<file path="src/rtl/fifo_wr_arbiter.sv">
// Round-robin write-side arbiter for a shared sync_fifo.
// Grants one packet source at a time; bursts are capped at MAX_BURST beats.
module fifo_wr_arbiter #(
   parameter int NUM_REQ    = 4,
   parameter int DATA_WIDTH = 8,
   parameter int ID_WIDTH   = 2,
   parameter int MAX_BURST  = 8
) (
   input  logic                           clk,
   input  logic                           rst,
   input  logic [NUM_REQ-1:0]             req_valid,
   input  logic [NUM_REQ-1:0]             req_last,
   input  logic [NUM_REQ*DATA_WIDTH-1:0]  req_data,
   output logic [NUM_REQ-1:0]             req_ready,
   input  logic                           fifo_full,
   output logic                           fifo_wr_en,
   output logic [ID_WIDTH+DATA_WIDTH-1:0] fifo_wdata,
   output logic                           grant_valid,
   output logic [ID_WIDTH-1:0]            grant_id,
   output logic                           split_pulse
);

   localparam int CW = $clog2(MAX_BURST) + 1;

   typedef enum logic {
      IDLE,
      LOCK
   } state_t;

   state_t                state_q, state_d;
   logic [ID_WIDTH-1:0]   gid_q, gid_d;
   logic [ID_WIDTH-1:0]   last_q, last_d;
   logic [CW-1:0]         cnt_q, cnt_d;
   logic                  split_q, split_d;

   logic [DATA_WIDTH-1:0] data_arr [NUM_REQ];
   logic [ID_WIDTH-1:0]   winner;
   logic                  cur_valid;
   logic                  cur_last;
   logic                  xfer;
   logic                  burst_end;

   for (genvar i = 0; i < NUM_REQ; i++) begin : g_unpack
      assign data_arr[i] = req_data[i*DATA_WIDTH +: DATA_WIDTH];
   end

   // First valid requester strictly after the previous owner, with wrap.
   function automatic logic [ID_WIDTH-1:0] rr_pick(
      input logic [NUM_REQ-1:0]  v,
      input logic [ID_WIDTH-1:0] last
   );
      logic [ID_WIDTH-1:0] w;
      logic                hit;
      int                  idx;
      w   = '0;
      hit = 1'b0;
      for (int k = 1; k <= NUM_REQ; k++) begin
         idx = (int'(last) + k) % NUM_REQ;
         if (!hit && v[ID_WIDTH'(idx)]) begin
            hit = 1'b1;
            w   = ID_WIDTH'(idx);
         end
      end
      return w;
   endfunction

   assign winner    = rr_pick(req_valid, last_q);
   assign cur_valid = req_valid[gid_q];
   assign cur_last  = req_last[gid_q];
   assign xfer      = (state_q == LOCK) && cur_valid && !fifo_full;
   assign burst_end = (cnt_q + CW'(1)) == CW'(MAX_BURST);

   always_comb begin
      req_ready = '0;
      if (state_q == LOCK && !fifo_full) begin
         req_ready[gid_q] = 1'b1;
      end
   end

   assign fifo_wr_en = xfer;
   assign fifo_wdata = xfer ? {gid_q, data_arr[gid_q]} : '0;

   always_comb begin
      state_d = state_q;
      gid_d   = gid_q;
      last_d  = last_q;
      cnt_d   = cnt_q;
      split_d = 1'b0;
      unique case (state_q)
         IDLE: begin
            if (|req_valid) begin
               state_d = LOCK;
               gid_d   = winner;
               cnt_d   = '0;
            end
         end
         LOCK: begin
            if (xfer) begin
               cnt_d = cnt_q + CW'(1);
               if (cur_last) begin
                  state_d = IDLE;
                  last_d  = gid_q;
               end else if (burst_end) begin
                  state_d = IDLE;
                  last_d  = gid_q;
                  split_d = 1'b1;
               end
            end
         end
         default: state_d = IDLE;
      endcase
   end

   always_ff @(posedge clk) begin
      if (rst) begin
         state_q <= IDLE;
         gid_q   <= '0;
         last_q  <= ID_WIDTH'(NUM_REQ - 1);
         cnt_q   <= '0;
         split_q <= 1'b0;
      end else begin
         state_q <= state_d;
         gid_q   <= gid_d;
         last_q  <= last_d;
         cnt_q   <= cnt_d;
         split_q <= split_d;
      end
   end

   assign grant_valid = (state_q == LOCK);
   assign grant_id    = gid_q;
   assign split_pulse = split_q;

endmodule

</file>
<file path="config.mk">
export PLATFORM = sky130hd
export DESIGN_NAME = fifo_wr_arbiter
export DESIGN_NICKNAME = d
export VERILOG_FILES = /design/src/rtl/fifo_wr_arbiter.sv
export SDC_FILE = /design/constraint.sdc
export NUM_CORES = 1
export LEC_CHECK = 0
export ABC_CLOCK_PERIOD_IN_PS = 1500
export CAP_MARGIN = 0
export CORE_ASPECT_RATIO = 0.75
export CORE_UTILIZATION = 31
export CTS_CLUSTER_SIZE = 30
export DETAILED_ROUTE_END_ITERATION = 12
export PLACE_DENSITY = 0.79
export SLEW_MARGIN = 25
export SYNTH_ARGS = -nofsm -noshare
export SYNTH_HDL_FRONTEND = slang
export SYNTH_SLANG_ARGS = --single-unit
</file>
<file path="constraint.sdc">
create_clock -name clk -period 1.5 [get_ports clk]
set_input_delay 0.15 -clock clk [delete_from_list [all_inputs] [get_ports clk]]
set_output_delay 0.15 -clock clk [all_outputs]
set_load 0.01 [all_outputs]
</file>
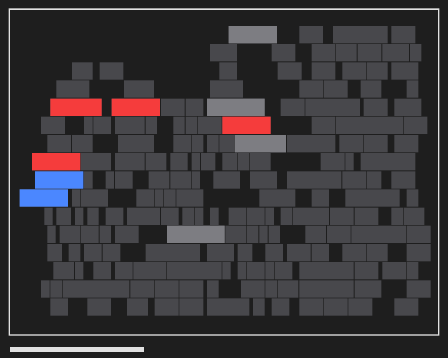
registers.png
The bar under the picture is 20 µm long.
Key: blue = last_q [sequential cells 2]; red = cnt_q [sequential cells 4]

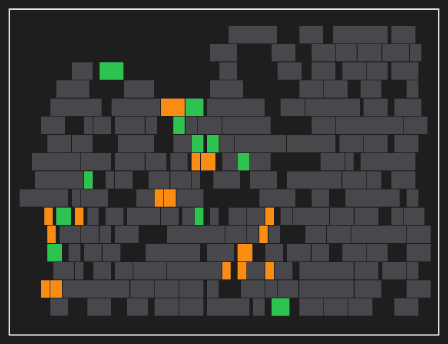
gate_families.png
Key: orange = NOR gates [cells 16, most used nor2_1]; green = NAND gates [cells 11, most used nand3_1]

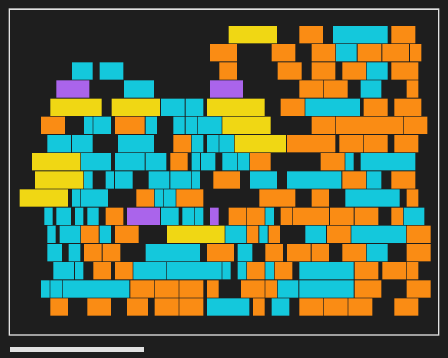
cell_classes.png
The bar under the picture is 20 µm long.
Key: yellow = flip-flops [cells 10]; purple = clock drivers and dummy loads [cells 4]; orange = other buffers and delay cells [cells 87]; cyan = all other logic [cells 81]
fraction of area in registers: 11.29%
Core Footprint: 2683 µm²
Finished Core Util: 69.40%
Finished Cell Area: 1862 µm²

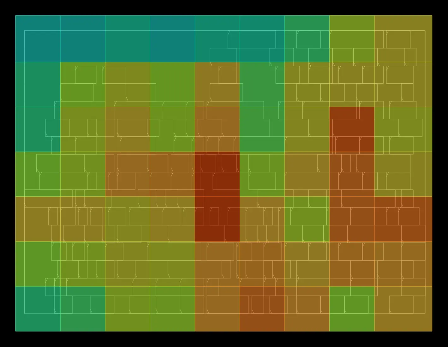
final_congestion.png
Overall Global Routing Usage: 23.66%
wire per inst: 16.62 µm
met2 usage: 41.84%
met1 Usage GRT: 28.84%

==> metrics.csv <==
stage;metric;value;unit
outcome;outcome;finished with violations;
outcome;violations;setup timing;
power_and_ir_drop;clkPwrFrac;25.9;%
layout;regArea;210.2;µm²
worst_setup_path;end_kind;flop;
yosys;yosysMostFrequentCell;nor2_1;
yosys;yosys_warnings;0;
global_routing;grt_antenna_before_repair;0;
final_timing;drv_slew;0;
power_and_ir_drop;max-vdd-ir-drop;437.6;µV
yosys;yosysTopAreaCellShare;22.63;%
yosys;postSynthAreaPerCell;9.430;µm²
power_and_ir_drop;pwr-share-seq;27.3;%
yosys;postSynthCellCount;95;
clocking;insertion_delay;240;ps
yosys;yosysChipArea;895.9;µm²
layout;insertedDiodeCount;0;
final_timing;relSlewSlack;76.65;%
yosys;xor_area_share;0;%
floorplanning;initial_core_util;33.40;%
layout;mostFrequentLayoutCell;clkdlybuf4s50_1;
floorplanning;taps;36;
final_timing;finalSetupViolations;18;
power_and_ir_drop;combinationalPower;516;µW
power_and_ir_drop;power_leakage;0.7901;nW
worst_setup_path;r2r_end;cnt_q[2]$_SDFFE_PP0P_;
worst_setup_path;crit_arrival;1910;ps
clocking;cts.sinks;10;
yosys;fp_nets;140;
power_and_ir_drop;power.switching;303.9;µW
global_routing;grt_max_degree;14;
final_timing;worst_pin_slew;349.1;ps
job;log.warning_count;30;
yosys;netlist_top_cells_count;12 x nor2_1, 10 x dfxtp_1, 9 x mux4_2;
layout;dominant_cells;buffers;
layout;drive_gt1_share;43.41;%
floorplanning;die.size.y;48.56;µm
floorplanning;rows;16;
power_and_ir_drop;totalPowerFinal;1.103;mW
worst_setup_path;rr_startpoint;grant_valid$_SDFF_PP0_;
clocking;cts.root.buffer_cell;clkbuf_8;
worst_setup_path;critPathLaunchType;flop;
drt;viasPerCell;5.174;
final_timing;fin_crit_sh;117.5;%
floorplanning;dieArea;3111;µm²
power_and_ir_drop;comb_power_share;46.8;%
yosys;ys_sh_aoi;20.39;%
final_timing;setup_ws;-262.0;ps
drt;ant_nets;0;
yosys;top_area_cell;mux4_2;
yosys;synth-main-ff-cell;dfxtp_1;
power_and_ir_drop;pg_seq;301;µW
final_timing;hold_slack;503.2;ps
place;dp_hpwl;2583;µm
final_timing;clock_skew;9.099;ps
yosys;edf_count;0;
job;drv_cap;0;
layout;comb_cells;74;
yosys;synth.area.top_cells;mux4_2 23%, dfxtp_1 22%, and2_1 5.6%;
yosys;numSynthFlops;10;
floorplanning;ioPinCount;62;
final_timing;fin_crit;1762;ps
worst_setup_path;reg2reg_depth;6;
place;dp.cells;207;
final_timing;max_freq;567.5;MHz
min_path;whs_path_depth;2;
layout;num-nonclk-buffers;87;
global_routing;grt_pass1_vias;1071;
layout;fin_nets;228;
worst_setup_path;r2r_slack;-260;ps
power_and_ir_drop;swShare;27.55;%
drt;drt-initial-drc-count;34;
layout;n_fill_cell;199;
yosys;ys_seq_share;22.35;%
power_and_ir_drop;top_power_group;combinational cells;
final_timing;setup_tns;-3552;ps
worst_setup_path;worstSetupEndpoint;cnt_q[2]$_SDFFE_PP0P_;
final_timing;rsz0062_at_grt;true;
layout;inv_count;7;
worst_setup_path;cp.required;1650;ps
layout;clock_area_share;2.419;%
clocking;clockBufferDepth;2;
layout;comb_share;38.24;%
drt;drtPass1Iterations;4;
clocking;cts_tree;yes;
power_and_ir_drop;intPower;799.1;µW
-- what timing repair did --
action                                  4_1_cts  5_1_grt
gates cloned                                  2        0
resized                                      71       18
endpoints found under the setup margin       23       24
setup buffers                                 3        4
hold buffers                                  0        0
pin swaps                                     3        7
-- worst max-delay path: stages (launching register included) --
cell and delay [ps]:
dfxtp_4 340, or3b_4 390, o22a_4 260, buf_6 130
buf_6 120, mux2_4 290, a211oi_2 160
-- state kept, by name, indices dropped and copies added (netlist names) --
name,count
grant_id,2
cnt_q,4
grant_valid,1
last_q,2
split_pulse,1
-- routing by layer --
layer / GRT usage (%) / vias to the layer above / wire [µm]
li1: - / 540 / -
met1: 28.84 / 536 / 1559
met2: 41.84 / 48 / 1755
met3: 5.425 / 4 / 272
met4: 5.682 / 0 / 36
met5: 0 / - / 0
No activity file was given, so power comes from the tool's default toggle rates.
